==> config.mk <==
export PLATFORM = sky130hd
export DESIGN_NAME = p1v_board_io
export DESIGN_NICKNAME = d
export VERILOG_FILES = /design/src/rtl/p1v_board_io.sv
export SDC_FILE = /design/constraint.sdc
export NUM_CORES = 1
export LEC_CHECK = 0
export ABC_CLOCK_PERIOD_IN_PS = 2300
export CAP_MARGIN = 30
export CORE_ASPECT_RATIO = 0.75
export CORE_MARGIN = 2
export CORE_UTILIZATION = 47
export DETAILED_ROUTE_END_ITERATION = 10
export GPL_TIMING_DRIVEN = 1
export HOLD_SLACK_MARGIN = 0.02
export PLACE_DENSITY = 0.86
export SLEW_MARGIN = 25
export SYNTH_ARGS = -nofsm -noshare
export SYNTH_HDL_FRONTEND = slang
export SYNTH_SLANG_ARGS = --single-unit
export TNS_END_PERCENT = 50
==> constraint.sdc <==
create_clock -name clock_160 -period 2.3 [get_ports clock_160]
set_input_delay 0.23 -clock clock_160 [delete_from_list [all_inputs] [get_ports clock_160]]
set_output_delay 0.23 -clock clock_160 [all_outputs]
set_load 0.01 [all_outputs]
==> src/rtl/p1v_board_io.sv <==
// Board-to-core glue for p1v: pad synchronisers/filters, registered pad drive,
// and conditioning of raw active-low reset sources into one stretched core reset.

module p1v_rst_lane #(
  parameter int SYNC_STAGES     = 2,
  parameter int DEBOUNCE_CYCLES = 16
) (
  input  logic clock_160,
  input  logic reset,
  input  logic req_n,
  output logic rel
);
  localparam int CW = $clog2(DEBOUNCE_CYCLES + 1);
  localparam logic [CW-1:0] CMAX = CW'(DEBOUNCE_CYCLES);

  logic [SYNC_STAGES-1:0] sync;
  logic [CW-1:0]          cnt;

  // Assertion is immediate; release needs an unbroken run of 1 samples.
  always_ff @(posedge clock_160) begin
    if (reset) begin
      sync <= '0;
      cnt  <= '0;
      rel  <= 1'b0;
    end else begin
      sync <= {sync[SYNC_STAGES-2:0], req_n};
      if (!sync[SYNC_STAGES-1]) begin
        cnt <= '0;
        rel <= 1'b0;
      end else if (!rel) begin
        if (cnt != CMAX) cnt <= cnt + 1'b1;
        if (cnt == CMAX - 1'b1) rel <= 1'b1;
      end
    end
  end
endmodule

module p1v_pin_lane #(
  parameter int SYNC_STAGES   = 2,
  parameter int FILTER_CYCLES = 0
) (
  input  logic clock_160,
  input  logic reset,
  input  logic pad,
  output logic level,
  output logic toggle
);
  localparam int FMAX = (FILTER_CYCLES > 1) ? FILTER_CYCLES : 1;
  localparam int CW   = $clog2(FMAX + 1);
  localparam logic [CW-1:0] CLAST = CW'(FMAX - 1);

  logic [SYNC_STAGES-1:0] sync;
  logic [CW-1:0]          cnt;

  always_ff @(posedge clock_160) begin
    if (reset) begin
      sync   <= '0;
      cnt    <= '0;
      level  <= 1'b0;
      toggle <= 1'b0;
    end else begin
      sync   <= {sync[SYNC_STAGES-2:0], pad};
      toggle <= 1'b0;
      if (sync[SYNC_STAGES-1] != level) begin
        if (cnt == CLAST) begin
          level  <= sync[SYNC_STAGES-1];
          cnt    <= '0;
          toggle <= 1'b1;
        end else begin
          cnt <= cnt + 1'b1;
        end
      end else begin
        cnt <= '0;
      end
    end
  end
endmodule

module p1v_board_io #(
  parameter int PINS            = 32,
  parameter int SYNC_STAGES     = 2,
  parameter int FILTER_CYCLES   = 0,
  parameter int NUM_RST         = 2,
  parameter int DEBOUNCE_CYCLES = 16,
  parameter int STRETCH_CYCLES  = 1024
) (
  input  logic              clock_160,
  input  logic              reset,
  input  logic [NUM_RST-1:0] rst_req_n,
  output logic              core_resn,
  input  logic [PINS-1:0]   pad_in,
  output logic [PINS-1:0]   pad_out,
  output logic [PINS-1:0]   pad_oe,
  output logic [PINS-1:0]   pin_in,
  output logic [PINS-1:0]   pin_edge,
  input  logic [PINS-1:0]   pin_out,
  input  logic [PINS-1:0]   pin_dir
);
  localparam int SW = $clog2(STRETCH_CYCLES + 1);
  localparam logic [SW-1:0] SLOAD = SW'(STRETCH_CYCLES - 1);

  typedef enum logic [1:0] {HOLD, STRETCH, RUN} state_t;

  state_t             state, state_nx;
  logic [SW-1:0]      scnt, scnt_nx;
  logic [NUM_RST-1:0] rel;
  logic [PINS-1:0]    toggle;
  logic               all_rel, any_req, run;

  for (genvar r = 0; r < NUM_RST; r++) begin : g_rst
    p1v_rst_lane #(.SYNC_STAGES(SYNC_STAGES), .DEBOUNCE_CYCLES(DEBOUNCE_CYCLES)) u_lane (
      .clock_160(clock_160), .reset(reset), .req_n(rst_req_n[r]), .rel(rel[r])
    );
  end

  for (genvar p = 0; p < PINS; p++) begin : g_pin
    p1v_pin_lane #(.SYNC_STAGES(SYNC_STAGES), .FILTER_CYCLES(FILTER_CYCLES)) u_lane (
      .clock_160(clock_160), .reset(reset), .pad(pad_in[p]),
      .level(pin_in[p]), .toggle(toggle[p])
    );
  end

  assign all_rel = &rel;
  assign any_req = !all_rel;

  // A new request always wins over stretch expiry.
  always_comb begin
    state_nx = state;
    scnt_nx  = scnt;
    case (state)
      HOLD:
        if (all_rel) begin
          state_nx = STRETCH;
          scnt_nx  = SLOAD;
        end
      STRETCH:
        if (any_req)           state_nx = HOLD;
        else if (scnt == '0)   state_nx = RUN;
        else                   scnt_nx  = scnt - 1'b1;
      RUN:
        if (any_req) state_nx = HOLD;
      default: state_nx = HOLD;
    endcase
  end

  always_ff @(posedge clock_160) begin
    if (reset) begin
      state   <= HOLD;
      scnt    <= '0;
      pad_out <= '0;
      pad_oe  <= '0;
    end else begin
      state   <= state_nx;
      scnt    <= scnt_nx;
      pad_out <= pin_out;
      pad_oe  <= pin_dir & {PINS{run}};
    end
  end

  // Decoded straight from the state register so the core reset cannot glitch.
  assign run       = (state == RUN);
  assign core_resn = run;
  assign pin_edge  = toggle & {PINS{run}};
endmodule

Figure 1. Cells coloured by class.
Drawn at 3 px/um.
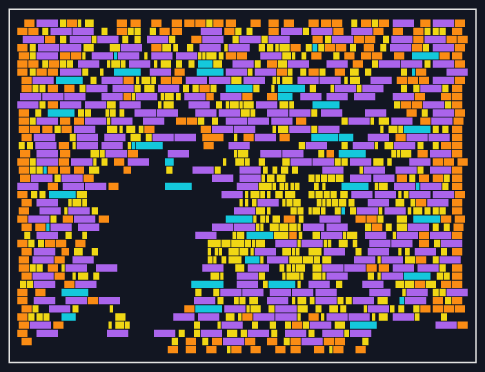
| class | colour | cells |
|---|---|---|
| flops | purple | 253 |
| other buffers and delay cells | orange | 236 |
| clock drivers and dummy loads | cyan | 39 |
| all other logic | yellow | 438 |

Figure 2. Sizing map.
Drawn at 2 px/um.
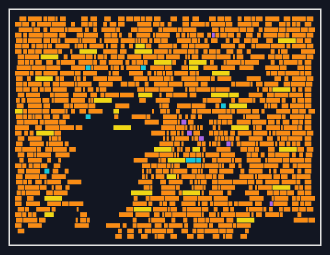
| size | colour | cells | share |
|---|---|---|---|
| drive 3 to 4 | cyan | 7 | 0.72% |
| drive 6 and up | yellow | 33 | 3.4% |
| drive 1 or less | orange | 920 | 95% |
| drive 2 | purple | 6 | 0.62% |

Figure 3. Cell placement.
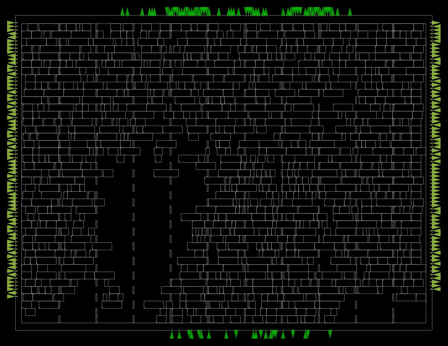
fraction of standard cell area that is sequential: 0.4539
site row count: 41
Tap Count: 215
flop count: 253

==> results.json <==
{
  "nets": 1059,
  "hold_violations": 0,
  "r2r-start": "scnt[1]",
  "endpoint": "pin_edge[16]",
  "final-instance-count-excl-fill": 1181,
  "yosysUniqueCellTypes": 40,
  "tns_ns": 0,
  "cp.required_ns": 2.07,
  "arrival_ns": 1.98,
  "avgSynthCellArea_um2": 11.14,
  "period_minus_slack_ns": 2.210,
  "hold_ws_ns": 0.08944,
  "postLayoutCellArea_um2": 11160,
  "area_leaders": "dfxtp_1 63%, nor2b_1 7.9%, and2_1 5.0%",
  "power.leakage_uw": 0.004335,
  "power_density_nw_per_um2": 778.5,
  "drt-wirelength-per-cell_um": 13.27,
  "post_cts_buffers": 0,
  "clkTransAtPathRegs_ns": 0.06,
  "synthAoiAreaFrac": 0.02022,
  "wl_met3_um": 1544,
  "cts_made_buffers": 23,
  "gp_congestion": 0.8202,
  "edf_count": 0,
  "diodes": 0,
  "start_kind": "flop",
  "outcome": "finished clean"
}
Figure 4. Met3 routing.
Drawn at 2 px/um. Cells faint in the background.
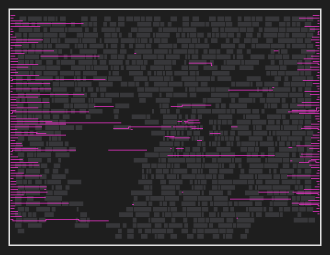
share of all routed wire: 9.9%
wire length on this layer: 1540 um
main direction: horizontal
nets with wire on the layer: 165
longest straight run: 53.4 um

Figure 5. Where the registers sit.
Drawn at 2 px/um. Other sequential cells in the stronger grey, the rest of the logic in the fainter grey.
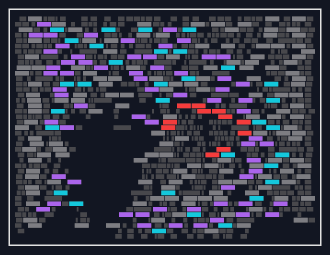
| signal | colour | flops |
|---|---|---|
| g_pin.u_lane.sync | purple | 64 |
| g_pin.u_lane.level | cyan | 32 |
| scnt | red | 11 |
not coloured: 146

-- power by group --
group	total (uW)	internal, uW	switching (uW)
sequential	4600	4530	67.9
clock	3620	2110	1510
combinational	468	314	154
total	8690	6960	1730
-- area by class of cell --
class                           instances  area share
Clock buffer                           35     0.06010
Clock inverter                          4    0.004373
Inverter                                9    0.003028
Multi-Input combinational cell        429      0.2430
Sequential cell                       253      0.4539
Tap cell                              215     0.02411
Timing Repair Buffer                  236      0.2115
-- critical path: cells and delay by family (launching register included) --
kind                   cells  cell delay, ns
DFF                        1            0.37
and+or+nand+nor            2            0.32
buffers and inverters      2            0.77
-- worst min-delay path by stage --
| stage | cells past startpoint | start | to | slack [ns] |
|---|---|---|---|---|
| finish | 2 | reset | pad_out[24] | 0.09 |
| detailed placement | 1 | g_pin[7].u_lane.sync[0] | g_pin[7].u_lane.sync[1] | 0.42 |
| global route | 2 | reset | pad_out[18] | 0.11 |
| global placement | 1 | g_pin[30].u_lane.sync[0] | g_pin[30].u_lane.sync[1] | 0.42 |
| floorplan | 1 | pin_dir[0] | pad_oe[0] | 0.35 |
| CTS | 2 | reset | g_pin[26].u_lane.sync[1] | 0.09 |
-- cells in the final DEF, fill, tap and decap left out, types with 2 or more instances in the layout --
| master | instances |
|---|---|
| xor2_1 | 2 |
| or3_2 | 2 |
| clkbuf_1 | 7 |
| and3_1 | 3 |
| a31oi_1 | 7 |
| clkbuf_8 | 5 |
| nor2_1 | 54 |
| and2_1 | 64 |
| inv_1 | 9 |
| dfxtp_1 | 253 |
| nand3b_1 | 2 |
| nand2_1 | 6 |
| nor3b_1 | 2 |
| buf_6 | 2 |
| or3_1 | 3 |
| ha_1 | 7 |
| nor4bb_1 | 2 |
| nand4b_1 | 2 |
| clkdlybuf4s50_1 | 227 |
| clkbuf_16 | 23 |
| xnor2_1 | 36 |
| or4_1 | 4 |
| a21oi_1 | 4 |
| nor2b_1 | 101 |
| a311oi_1 | 2 |
| nand3_1 | 2 |
| conb_1 | 32 |
| buf_4 | 6 |
| o21ai_0 | 5 |
| clkinv_2 | 2 |
| mux2i_1 | 32 |
| nor3_1 | 38 |
| a221oi_1 | 3 |
| nand2b_1 | 2 |
| o31ai_1 | 3 |
-- metal layers --
metal  up-vias  GRT usage
met2       200     0.2933
met5         -          0
met1      2454     0.1855
met4         0    0.04815
met3        24    0.06848
li1       2714          -
-- flip-flops by register name, summed over array words and instances, names as in the netlist --
signal               flops
g_pin.u_lane.cnt        32
g_pin.u_lane.level      32
g_pin.u_lane.sync       64
g_pin.u_lane.toggle     32
g_rst.u_lane.cnt        10
g_rst.u_lane.rel         2
g_rst.u_lane.sync        4
pad_oe                  32
pad_out                 32
scnt                    11
state                    2
-- kinds of logic after synthesis --
group,Yosys count
XOR/XNOR,38
AND-OR/OR-AND,25
adder cells (fa/ha/maj),7
AND/OR/NAND/NOR,295
flip-flops,253
multiplexers,32
other,1
buffers and inverters,71
No activity file was given, so power comes from the tool's default toggle rates.
